==> config.mk <==
export PLATFORM = sky130hd
export DESIGN_NAME = norm_shifter_flat
export DESIGN_NICKNAME = d
export VERILOG_FILES = /design/src/rtl/norm_pkg.sv /design/src/rtl/norm_shifter_if.sv /design/src/rtl/norm_step.sv /design/src/rtl/norm_shifter.sv /design/src/flat_wrapper.sv
export SDC_FILE = /design/constraint.sdc
export NUM_CORES = 1
export LEC_CHECK = 0
export ABC_AREA = 0
export CAP_MARGIN = 20
export CORE_MARGIN = 5
export CORE_UTILIZATION = 55
export DETAILED_ROUTE_END_ITERATION = 8
export PLACE_DENSITY_LB_ADDON = 0.3
export SYNTH_ARGS = -nofsm -noshare
export SYNTH_HDL_FRONTEND = slang
export SYNTH_SLANG_ARGS = --single-unit
export TNS_END_PERCENT = 10
==> constraint.sdc <==
create_clock -name clk -period 5.1 [get_ports clk]
set_clock_uncertainty 0.05 [all_clocks]
set_input_delay 1.02 -clock clk [delete_from_list [all_inputs] [get_ports clk]]
set_output_delay 1.02 -clock clk [all_outputs]
set_load 0.05 [all_outputs]
==> src/rtl/norm_pkg.sv <==
// Shared types and constants for the iterative normalising shifter.
// Holds the FSM state type, direction codes and the default data width.
package norm_pkg;

    localparam int NORM_WIDTH = 32;

    localparam logic DIR_LEFT  = 1'b0;
    localparam logic DIR_RIGHT = 1'b1;

    typedef enum logic [1:0] {
        IDLE,
        SHIFT,
        DONE
    } state_t;

    // Width of the stage index: enough to hold $clog2(width)-1, min 1.
    function automatic int stg_w(input int width);
        int stages;
        stages = $clog2(width);
        return (stages > 1) ? $clog2(stages) : 1;
    endfunction

endpackage

==> src/rtl/norm_shifter_if.sv <==
// Handshake bundle for norm_shifter: input word side and result side.
// master = upstream/downstream driver, slave = the normaliser itself.
interface norm_shifter_if #(
    parameter int WIDTH = 32
);
    localparam int CNT_W = $clog2(WIDTH) + 1;

    logic             in_valid;
    logic             in_ready;
    logic             dir;
    logic [WIDTH-1:0] data;
    logic             out_valid;
    logic             out_ready;
    logic [WIDTH-1:0] out_data;
    logic [CNT_W-1:0] shift_cnt;
    logic             zero;

    modport master (
        output in_valid, dir, data, out_ready,
        input  in_ready, out_valid, out_data, shift_cnt, zero
    );

    modport slave (
        input  in_valid, dir, data, out_ready,
        output in_ready, out_valid, out_data, shift_cnt, zero
    );

endinterface

==> src/rtl/norm_step.sv <==
// One normalisation stage: tests a 2^stage wide edge field for zero and
// shifts it out. Ports: i_work/i_dir/i_stage in, o_next_work/o_add_amt out.
module norm_step
    import norm_pkg::*;
#(
    parameter int WIDTH = NORM_WIDTH,
    localparam int CNT_W = $clog2(WIDTH) + 1,
    localparam int STG_W = stg_w(WIDTH)
) (
    input  logic [WIDTH-1:0] i_work,
    input  logic             i_dir,
    input  logic [STG_W-1:0] i_stage,
    output logic [WIDTH-1:0] o_next_work,
    output logic [CNT_W-1:0] o_add_amt
);

    logic [CNT_W-1:0] w_step;
    logic [WIDTH-1:0] w_hi_mask;
    logic [WIDTH-1:0] w_lo_mask;
    logic             w_field_zero;

    // Masks select the top / bottom `step` bits of the work word.
    assign w_step    = CNT_W'(1) << i_stage;
    assign w_hi_mask = ~({WIDTH{1'b1}} >> w_step);
    assign w_lo_mask = ~({WIDTH{1'b1}} << w_step);

    assign w_field_zero = (i_dir == DIR_LEFT)
                        ? ((i_work & w_hi_mask) == '0)
                        : ((i_work & w_lo_mask) == '0);

    always_comb begin
        o_next_work = i_work;
        o_add_amt   = '0;
        if (w_field_zero) begin
            o_add_amt = w_step;
            if (i_dir == DIR_LEFT) begin
                o_next_work = i_work << w_step;
            end else begin
                o_next_work = i_work >> w_step;
            end
        end
    end

endmodule

==> src/rtl/norm_shifter.sv <==
// Iterative normaliser: recovers the shift amount that left/right aligns a
// word. Ports: clk, rst_n (sync, active low), bus (norm_shifter_if.slave).
module norm_shifter
    import norm_pkg::*;
#(
    parameter int WIDTH = NORM_WIDTH
) (
    input  logic          clk,
    input  logic          rst_n,
    norm_shifter_if.slave bus
);

    localparam int STAGES = $clog2(WIDTH);
    localparam int CNT_W  = $clog2(WIDTH) + 1;
    localparam int STG_W  = stg_w(WIDTH);

    state_t           r_state;
    logic [WIDTH-1:0] r_work;
    logic             r_dir;
    logic [CNT_W-1:0] r_cnt;
    logic             r_zero_in;
    logic [STG_W-1:0] r_stage;
    logic             r_in_ready;
    logic             r_out_valid;
    logic [WIDTH-1:0] r_out_data;
    logic [CNT_W-1:0] r_shift_cnt;
    logic             r_zero;

    logic [WIDTH-1:0] w_next_work;
    logic [CNT_W-1:0] w_add_amt;

    norm_step #(
        .WIDTH(WIDTH)
    ) u_step (
        .i_work      (r_work),
        .i_dir       (r_dir),
        .i_stage     (r_stage),
        .o_next_work (w_next_work),
        .o_add_amt   (w_add_amt)
    );

    // DONE spends its first cycle loading the output registers, which
    // makes the result appear STAGES+1 clocks after accept.
    always_ff @(posedge clk) begin
        if (!rst_n) begin
            r_state     <= IDLE;
            r_work      <= '0;
            r_dir       <= DIR_LEFT;
            r_cnt       <= '0;
            r_zero_in   <= 1'b0;
            r_stage     <= '0;
            r_in_ready  <= 1'b1;
            r_out_valid <= 1'b0;
            r_out_data  <= '0;
            r_shift_cnt <= '0;
            r_zero      <= 1'b0;
        end else begin
            unique case (r_state)
                IDLE: begin
                    if (bus.in_valid && r_in_ready) begin
                        r_work     <= bus.data;
                        r_dir      <= bus.dir;
                        r_cnt      <= '0;
                        r_zero_in  <= (bus.data == '0);
                        r_stage    <= STG_W'(STAGES - 1);
                        r_in_ready <= 1'b0;
                        r_state    <= SHIFT;
                    end
                end
                SHIFT: begin
                    r_work <= w_next_work;
                    r_cnt  <= r_cnt + w_add_amt;
                    if (r_stage == '0) begin
                        r_state <= DONE;
                    end else begin
                        r_stage <= r_stage - 1'b1;
                    end
                end
                DONE: begin
                    if (!r_out_valid) begin
                        r_out_valid <= 1'b1;
                        r_out_data  <= r_work;
                        r_zero      <= r_zero_in;
                        // Zero input walks every stage to WIDTH-1.
                        r_shift_cnt <= r_zero_in ? CNT_W'(WIDTH)
                                                 : r_cnt;
                    end else if (bus.out_ready) begin
                        r_out_valid <= 1'b0;
                        r_out_data  <= '0;
                        r_shift_cnt <= '0;
                        r_zero      <= 1'b0;
                        r_in_ready  <= 1'b1;
                        r_state     <= IDLE;
                    end
                end
                default: begin
                    r_state    <= IDLE;
                    r_in_ready <= 1'b1;
                end
            endcase
        end
    end

    assign bus.in_ready  = r_in_ready;
    assign bus.out_valid = r_out_valid;
    assign bus.out_data  = r_out_data;
    assign bus.shift_cnt = r_shift_cnt;
    assign bus.zero      = r_zero;

endmodule

==> src/flat_wrapper.sv <==
// flat-port wrapper written by rule: the top's interface ports become plain ports
module norm_shifter_flat import norm_pkg::*;
#(
    parameter int WIDTH = NORM_WIDTH
)
  (clk, rst_n, bus_in_valid, bus_dir, bus_data, bus_out_ready, bus_in_ready, bus_out_valid, bus_out_data, bus_shift_cnt, bus_zero);
  norm_shifter_if #(.WIDTH(WIDTH)) bus_i ();
  input  logic clk;
  input  logic rst_n;
  input wire logic [$bits(bus_i.in_valid)-1:0] bus_in_valid;
  input wire logic [$bits(bus_i.dir)-1:0] bus_dir;
  input wire logic [$bits(bus_i.data)-1:0] bus_data;
  input wire logic [$bits(bus_i.out_ready)-1:0] bus_out_ready;
  output wire logic [$bits(bus_i.in_ready)-1:0] bus_in_ready;
  output wire logic [$bits(bus_i.out_valid)-1:0] bus_out_valid;
  output wire logic [$bits(bus_i.out_data)-1:0] bus_out_data;
  output wire logic [$bits(bus_i.shift_cnt)-1:0] bus_shift_cnt;
  output wire logic [$bits(bus_i.zero)-1:0] bus_zero;
  assign bus_i.in_valid = bus_in_valid;
  assign bus_i.dir = bus_dir;
  assign bus_i.data = bus_data;
  assign bus_i.out_ready = bus_out_ready;
  assign bus_in_ready = bus_i.in_ready;
  assign bus_out_valid = bus_i.out_valid;
  assign bus_out_data = bus_i.out_data;
  assign bus_shift_cnt = bus_i.shift_cnt;
  assign bus_zero = bus_i.zero;
  norm_shifter #(.WIDTH(WIDTH)) u_core (.clk(clk), .rst_n(rst_n), .bus(bus_i));
endmodule
==> results.py, run 1 <==
# Generated from Yosys and OpenROAD reports
metrics = {
    "final_layout": {
        "nNetsFinal": 993,
        "nFillCells": 1199,
    },
    "logic_synthesis": {
        "syn_nets": 982,
        "synthArstFlopShare": 0,
        "yosys_warnings": 0,
        "syn_inst": 934,
        "avgSynthCellArea_um2": 8.38,
        "ys_ff": 86,
    },
    "clock_tree": {
        "post_cts_resized": 0,
        "clockBufferDepth": 2,
        "post_cts_buffers": 0,
    },
    "global_route": {
        "grt.overflow.total": 0,
        "grt_pass1_vias": 8336,
    },
    "power": {
        "peakVddDrop_mv": 0.258,
    },
    "drt": {
        "via_per_inst": 7.99,
        "drc": 0,
    },
    "run_status": {
        "status": "completed",
    },
    "worst_setup_path": {
        "path_class": "reg -> reg",
        "crit_path_max_fanout": 21,
        "critPathRequiredTime_ps": 5340,
        "start_kind": "register",
    },
    "placement": {
        "gp_congestion": 1.11,
        "post_dp_cell_area_um2": 8630,
        "pre_cts_slack_ps": 693,
        "hpwl_mm": 24.9,
    },
    "timing": {
        "worst_slew_pin_slew_ps": 1240,
        "finalMaxSlewViolations": 0,
        "setup_viol": 0,
        "slew_headroom": 0.164,
        "rsz0062_at_grt": "false",
    },
    "die": {
        "design.core.area_um2": 13900,
        "die.size.y_um": 129,
        "chipArea_um2": 16700,
    },
    "hold_path": {
        "min_path_cells": 2,
        "holdPathEnd": "u_core.bus.shift_cnt[5]$_SDFFE_PN0P_",
    },
}
==> run 1: report_power, final <==
group | leakage (nW) | total [mW] | internal, mW | switching [mW]
sequential | 0.699 | 0.862 | 0.724 | 0.137
combinational | 2.43 | 1.34 | 0.499 | 0.841
clock | 0.141 | 0.681 | 0.351 | 0.329
total | 3.28 | 2.88 | 1.57 | 1.31
==> run 1: per-stage QoR <==
stage               power, mW  std cells  hold WS, ps  utilization
floorplan                1.68        934          405            -
global placement         2.12       1114          403        0.620
detailed placement       2.12       1114          415        0.620
CTS                      2.78       1130          427        0.640
global route             2.93       1130          474        0.640
finish                   2.88       1130          424        0.640
==> run 1: Yosys cell counts (11+ instances only) <==
| cell type | instances | area, um2 |
|---|---|---|
| o21ai_0 | 58 | 290 |
| nand2_1 | 67 | 251 |
| nor3_1 | 13 | 65.1 |
| o22ai_1 | 22 | 138 |
| a31oi_1 | 18 | 113 |
| mux2i_1 | 47 | 470 |
| a211oi_1 | 11 | 82.6 |
| clkbuf_1 | 82 | 308 |
| nor2_1 | 83 | 312 |
| dfxtp_1 | 86 | 1720 |
| mux2_2 | 11 | 124 |
| a22oi_1 | 55 | 413 |
| nand3_1 | 25 | 125 |
| buf_2 | 18 | 90.1 |
| a21oi_1 | 50 | 250 |
| inv_1 | 14 | 52.6 |
| mux4_2 | 52 | 1170 |
| nor4_1 | 17 | 106 |
| o211ai_1 | 13 | 97.6 |
| nand2b_1 | 11 | 68.8 |
| o221ai_1 | 11 | 96.3 |
==> run 1: state kept, by name, indices dropped and copies added, names as in the netlist <==
signal	count
u_core.bus.out_data	32
u_core.bus.zero	1
u_core.r_cnt	6
u_core.bus.out_valid	1
u_core.r_dir	1
u_core.r_stage	3
u_core.r_zero_in	1
u_core.bus.in_ready	1
u_core.r_state	2
u_core.bus.shift_cnt	6
u_core.r_work	32
==> run 1: cell type report <==
class                   count  share of cell area
repair buffers            121               0.123
clock buffers              10              0.0268
flip-flops and latches     86               0.193
multi-input cells         713               0.620
well taps                 180              0.0252
inverters                  14             0.00589
clock inverters             6             0.00561
==> run 1: critical path: stages, from the launching register on <==
cell and delay, ps:
dfxtp_1 350, inv_1 140, ha_1 690, nor2b_1 250, buf_4 280, o21ai_0 140
a21boi_0 280, nor3_1 130, a22oi_1 640, nor2_1 190, ha_1 320, a21o_1 170
a21oi_1 220, o21bai_1 90, a21oi_1 180, nor2_1 60, mux2i_1 190, mux2i_1 210
==> run 1: metal layers <==
layer | global-route usage | share of wire | up-vias
met4 | 0.252 | 0.078 | 6
li1 | - | - | 3641
met5 | 0 | 0.0013 | -
met1 | 0.555 | 0.35 | 4236
met3 | 0.133 | 0.16 | 219
met2 | 0.620 | 0.41 | 929
==> run 1: kinds of logic (layout without fill, tap and decap cells) <==
kind of cell	after synthesis	count (layout)	synth area share
compound gates	330	330	0.300
simple gates	259	259	0.156
buf+inv	135	151	0.0762
mux	110	110	0.226
flops	86	86	0.220
fa+ha+maj	11	11	0.0185
xor+xnor	3	3	0.00336
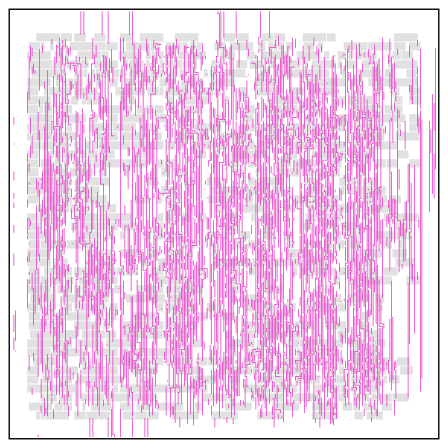
Figure 1: run 1, met2 routing.
wire length on this layer	14700 um
main direction	vertical
share of all routed wire	41%
longest straight run	84.8 um

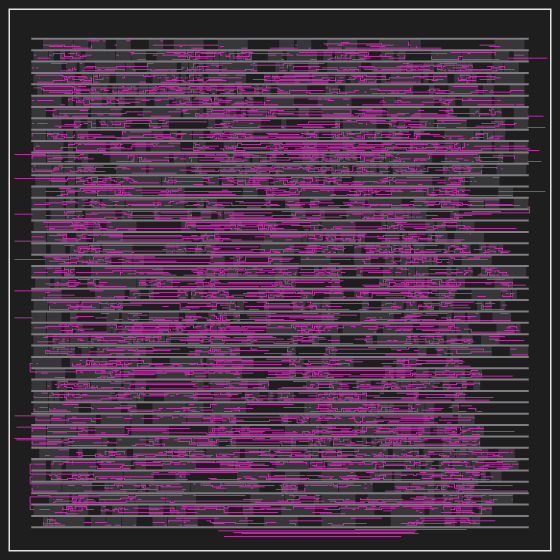
Figure 2: run 1, metal 1.
Supply wires on this layer in gray.
wire length on this layer	12800 um
longest straight run	67.2 um
nets with wire on the layer	912
share of all routed wire	35%
main direction	horizontal
drt total wl: 36.0 mm
routed vias: 9031
met1 usage: 0.555

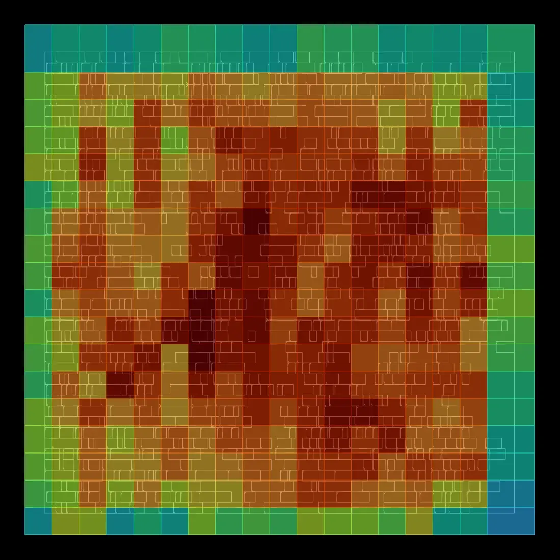
Figure 3: run 1, routing congestion.
GRT met3 Usage: 0.133
Tot GR Track Use: 0.426
DR WL/cell: 31.8 um
layer with the highest usage: met2

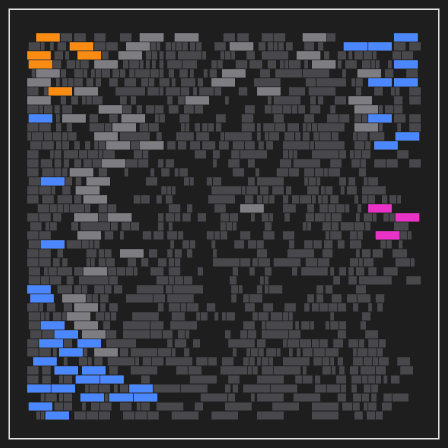
Figure 4: run 1, sequential cells colored by netlist name.
Other sequential cells in the stronger gray, the rest of the logic in the fainter gray.
color	signal	sequential cells
orange	u_core.bus.shift_cnt	6
blue	u_core.bus.out_data	32
magenta	u_core.r_stage	3
Util after Layout: 0.640
Flop area: 1720 um2
seq pwr: 0.862 mW
Seq/total area: 0.193

## Run 2: what changed since run 1
--- a/config.mk
+++ b/config.mk
@@ -7,8 +7,10 @@
 export LEC_CHECK = 0
 export ABC_AREA = 0
 export CAP_MARGIN = 20
+export CELL_PAD_IN_SITES_DETAIL_PLACEMENT = 0
+export CELL_PAD_IN_SITES_GLOBAL_PLACEMENT = 1
 export CORE_MARGIN = 5
-export CORE_UTILIZATION = 55
+export CORE_UTILIZATION = 44
 export DETAILED_ROUTE_END_ITERATION = 8
 export PLACE_DENSITY_LB_ADDON = 0.3
 export SYNTH_ARGS = -nofsm -noshare
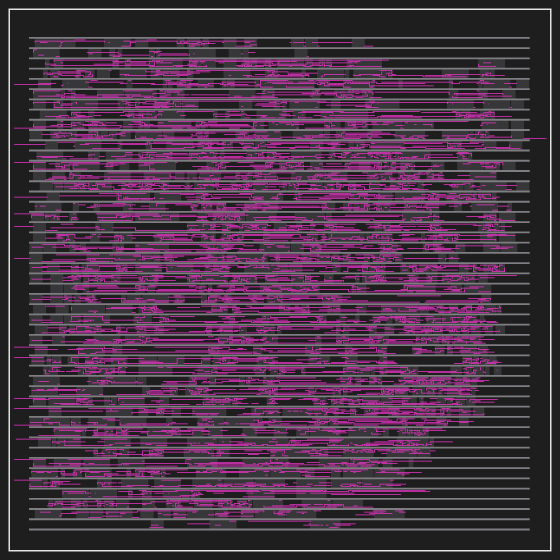
Figure 5: run 2, metal 1.
Supply wires on this layer in gray.
share of all routed wire	39%
main direction	horizontal
wire length on this layer	13200 um
longest straight run	69.0 um
nets with wire on the layer	912
met1 usage: 0.457
routed vias: 8577
drt total wl: 34.2 mm

==> run 2 against run 1 <==
Critical path depth unchanged. Critical path type unchanged. Clock power decreased by 1%. Clock-buffer cell count unchanged. Hold slack got worse by 19 ps. Die size increased by 23%.
==> results.py, run 2 <==
# Generated from Yosys and OpenROAD reports
metrics = {
    "run_status": {
        "status": "completed",
    },
    "final_layout": {
        "nFillCells": 1634,
    },
    "worst_setup_path": {
        "worst_path_largest_cell_delay_ps": 440,
        "timing.critical_path.slowest_stage_cell": "ha_1",
        "path_common_cell": "a21oi_1",
        "start_kind": "register",
        "path_class": "reg -> reg",
    },
    "logic_synthesis": {
        "avgSynthCellArea_um2": 8.38,
        "top_area_cell": "dfxtp_1",
        "top_cells_by_area": "dfxtp_1 (22%), mux4_2 (15%), mux2i_1 (6.0%), a22oi_1 (5.3%), nor2_1 (4.0%)",
        "yosys_warnings": 0,
        "top_cell": "dfxtp_1",
        "ys_ff": 86,
        "netlist.area_leader.share": 0.220,
        "syn_inst": 934,
    },
    "timing": {
        "slew_headroom": 0.276,
        "holdWs_ps": 404,
        "finalMaxSlewViolations": 0,
        "setup_viol": 0,
        "rsz0062_at_grt": "false",
    },
    "power": {
        "power_mw": 2.83,
    },
    "die": {
        "chipArea_um2": 20600,
        "design.core.area_um2": 17400,
        "die.size.y_um": 143,
    },
    "clock_tree": {
        "clockBufferDepth": 2,
        "post_cts_buffers": 0,
    },
    "drt": {
        "drc": 0,
        "wl_per_cell_um": 29.2,
    },
    "global_route": {
        "grt_util_all_layers": 0.332,
        "grt_pass1_vias": 8157,
    },
    "placement": {
        "hpwl_mm": 24.3,
    },
}
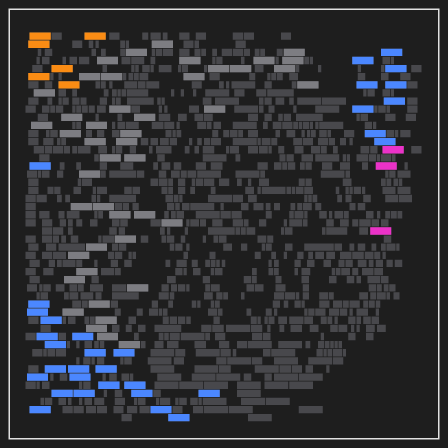
Figure 6: run 2, sequential cells colored by netlist name.
Other sequential cells in the stronger gray, the rest of the logic in the fainter gray.
color	signal	sequential cells
orange	u_core.bus.shift_cnt	6
blue	u_core.bus.out_data	32
magenta	u_core.r_stage	3
not colored	45

run 2: per-stage QoR:
stage / worst slack, ps / utilization / instances / cell area, um2
5_1_grt: 254 / 0.517 / 1173 / 8970
3_3_place_gp: 838 / 0.500 / 1157 / 8670
4_1_cts: 702 / 0.517 / 1173 / 8970
3_5_place_dp: 718 / 0.500 / 1157 / 8670
2_1_floorplan: 1380 / - / 934 / 7830
6_report: 612 / 0.517 / 1173 / 8970
run 2: power breakdown:
group          switching, mW  internal (mW)  leakage [nW]
Sequential             0.157          0.724         0.699
Combinational          0.781          0.496          2.42
Clock                  0.321          0.352         0.138
Total                   1.26           1.57          3.26
run 2: logic make-up after synthesis:
family	synth area share
simple gates	0.156
mux	0.226
xor+xnor	0.00336
buf+inv	0.0762
fa+ha+maj	0.0185
flops	0.220
compound gates	0.300
run 2: cell type report:
class                   count  area [um2]  share of cell area
well taps                 225         282              0.0314
clock buffers              10         239              0.0267
clock inverters             6        52.6             0.00586
multi-input cells         713        5530               0.617
inverters                  14        52.6             0.00586
repair buffers            119        1090               0.121
flip-flops and latches     86        1720               0.192
run 2: worst max-delay path: cells and delay by family, from the launching register on:
family | cells | cell delay, ps
flip-flops | 1 | 370
multiplexers | 2 | 400
buffers and inverters | 2 | 430
AND-OR/OR-AND | 8 | 1740
adder cells (fa/ha/maj) | 2 | 700
AND/OR/NAND/NOR | 3 | 750
run 2: layer usage:
metal | wire, um | share of wire | global-route usage | vias to the layer above
met2 | 14500 | 0.42 | 0.481 | 733
met5 | 0 | 0 | 0 | -
met1 | 13200 | 0.39 | 0.457 | 4048
li1 | - | - | - | 3633
met3 | 4390 | 0.13 | 0.0865 | 163
met4 | 2110 | 0.062 | 0.165 | 0
run 2: path summary, 6_finish.rpt:
check,cells after the start,endpoint,from,slack [ps]
setup / recovery,17,u_core.r_cnt[5]$_SDFFE_PN0P_,u_core.r_stage[0]$_SDFFE_PN0P_,610
hold / removal,2,u_core.bus.shift_cnt[5]$_SDFFE_PN0P_,u_core.bus.shift_cnt[5]$_SDFFE_PN0P_,400
hold reg to reg,2,u_core.bus.shift_cnt[5]$_SDFFE_PN0P_,u_core.bus.shift_cnt[5]$_SDFFE_PN0P_,400
setup reg to reg,17,u_core.r_cnt[5]$_SDFFE_PN0P_,u_core.r_stage[0]$_SDFFE_PN0P_,610
## Run 3: what changed since run 2
--- a/config.mk
+++ b/config.mk
@@ -5,15 +5,15 @@
 export SDC_FILE = /design/constraint.sdc
 export NUM_CORES = 1
 export LEC_CHECK = 0
-export ABC_AREA = 0
+export ABC_AREA = 1
 export CAP_MARGIN = 20
 export CELL_PAD_IN_SITES_DETAIL_PLACEMENT = 0
 export CELL_PAD_IN_SITES_GLOBAL_PLACEMENT = 1
 export CORE_MARGIN = 5
-export CORE_UTILIZATION = 44
+export CORE_UTILIZATION = 40
 export DETAILED_ROUTE_END_ITERATION = 8
 export PLACE_DENSITY_LB_ADDON = 0.3
 export SYNTH_ARGS = -nofsm -noshare
 export SYNTH_HDL_FRONTEND = slang
 export SYNTH_SLANG_ARGS = --single-unit
-export TNS_END_PERCENT = 10
+export TNS_END_PERCENT = 5
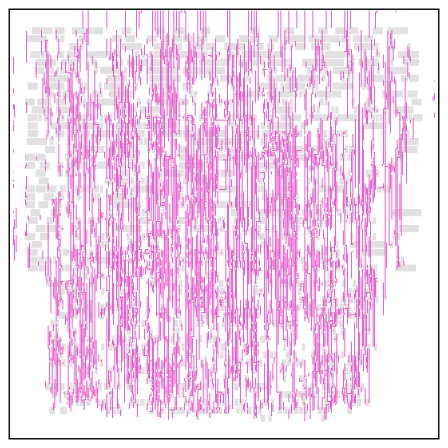
Figure 7: run 3, met2 routing.
wire length on this layer	14200 um
share of all routed wire	41%
longest straight run	66.1 um
nets with wire on the layer	1117
drt total wl: 34.7 mm
routed vias: 9636
met2 Use GR: 0.451

==> run 3 against run 2 <==
Largest power group unchanged. Non-clock buffer count is 21 lower. Critical path type unchanged. Final area down 2.9%. Maximum frequency is 9.0% higher. Clock power barely moved. Synthesized cell count up 45%. Hold slack better by 5.8 ps.
==> results.py, run 3 <==
# Generated from Yosys and OpenROAD reports
metrics = {
    "timing": {
        "slew_headroom": 0.355,
        "setup_viol": 0,
        "worst_slew_pin_slew_ps": 964,
        "rsz0062_at_grt": "false",
    },
    "drt": {
        "drc": 0,
    },
    "logic_synthesis": {
        "avgSynthCellArea_um2": 5.56,
        "synthArstFlopShare": 0,
        "top_area_cell": "nand2_1",
        "syn_nets": 1404,
        "ys_ff": 86,
        "yosys_warnings": 0,
        "top_cells_by_count": "nand2_1 (491), nand3_1 (242), nor2_1 (120)",
    },
    "hold_path": {
        "hp-start": "u_core.bus.zero$_SDFFE_PN0P_",
    },
    "run_status": {
        "status": "completed",
    },
    "die": {
        "chipArea_um2": 21700,
    },
    "worst_setup_path": {
        "r2r_end": "u_core.r_cnt[5]$_SDFFE_PN0P_",
        "start_kind": "register",
        "critPathRequiredTime_ps": 5320,
    },
    "global_route": {
        "grt_util_all_layers": 0.311,
        "grt_pass1_vias": 8749,
    },
    "placement": {
        "gp_congestion": 1.10,
    },
    "clock_tree": {
        "post_cts_buffers": 0,
    },
    "final_layout": {
        "fin_util": 0.467,
    },
}
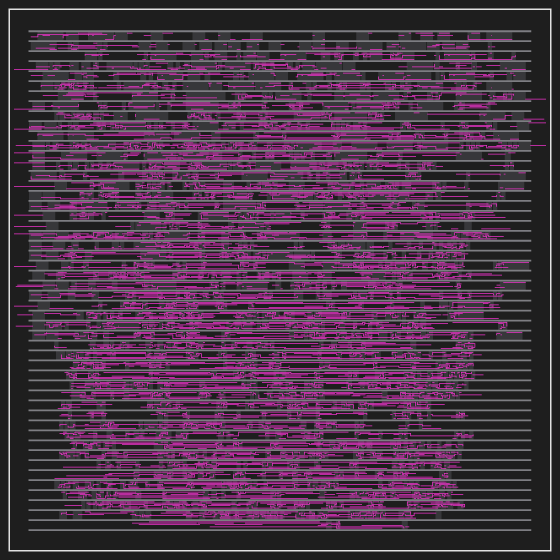
Figure 8: run 3, metal 1.
Supply wires on this layer in gray.
nets with wire on the layer	1354
share of all routed wire	42%
longest straight run	63.9 um
main direction	horizontal

-- run 3: netlist changes by cell type in the layout (fill, tap and decap cells not counted), moves of 35 or more --
| cell | previous run | this run |
|---|---|---|
| nand3_1 | 25 | 242 |
| mux4_2 | 52 | 0 |
| a22oi_1 | 55 | 0 |
| inv_1 | 13 | 62 |
| a21oi_1 | 50 | 99 |
| mux2i_1 | 47 | 1 |
| nor2_1 | 82 | 117 |
| nand2_1 | 67 | 491 |
-- run 3: power by group --
group	internal (mW)	switching, mW	total [mW]
logic	1.27	3.57	4.84
registers	0.793	0.196	0.989
clock network	0.381	0.290	0.671
total	2.44	4.06	6.50
-- run 3: area by class of cell --
type	instances	area, um2
well taps	234	293
fillers	2091	9930
inverters	74	285
clock inverters	6	70.1
flip-flops and latches	86	1720
repair buffers	98	928
clock buffers	9	225
multi-input cells	1125	5180
-- run 3: how the worst max path moves through the flow --
stage | start | endpoint | slack, ps | cells past startpoint
3_3_place_gp | u_core.r_stage[0]$_SDFFE_PN0P_ | u_core.r_cnt[5]$_SDFFE_PN0P_ | 1240 | 27
2_1_floorplan | u_core.r_stage[0]$_SDFFE_PN0P_ | u_core.r_cnt[5]$_SDFFE_PN0P_ | 1920 | 24
4_1_cts | u_core.r_stage[0]$_SDFFE_PN0P_ | u_core.r_cnt[5]$_SDFFE_PN0P_ | 1110 | 27
5_1_grt | u_core.r_stage[0]$_SDFFE_PN0P_ | u_core.r_cnt[5]$_SDFFE_PN0P_ | 640 | 27
3_5_place_dp | u_core.r_stage[0]$_SDFFE_PN0P_ | u_core.r_cnt[5]$_SDFFE_PN0P_ | 1170 | 27
6_report | u_core.r_stage[0]$_SDFFE_PN0P_ | u_core.r_cnt[5]$_SDFFE_PN0P_ | 980 | 27
-- run 3: logic make-up (layout without fill, tap and decap cells) --
family	after synthesis	count (layout)	share of synthesized area
DFF	86	86	0.229
AOI/OAI and AO/OA	192	192	0.135
xor gates and xnor gates	1	1	0.00116
adders and majority gates	11	11	0.0193
buffers and inverters	145	187	0.0860
muxes	1	1	0.00133
and+or+nand+nor	920	920	0.528
-- run 3: critical path, delay by kind of cell, from the launching register on --
kind	cells	cell delay, ps
simple gates	16	1460
buf+inv	5	890
fa+ha+maj	2	600
compound gates	3	480
flops	1	360
xor+xnor	1	190
-- run 3: per-layer routing --
metal  global-route usage  vias to the layer above  share of wire
met5                    0                        -              0
met4                0.137                        0          0.051
met3               0.0802                       99           0.12
met2                0.451                      620           0.41
met1                0.435                     4361           0.42
li1                     -                     4556              -
-- run 3: per-stage QoR --
stage               area (um2)  setup slack (ps)
floorplan                 7530              1920
global placement          8410              1240
detailed placement        8410              1170
CTS                       8710              1110
global route              8710               643
finish                    8710               982
Power figures rest on the tool's default switching activity, not on a simulated workload.
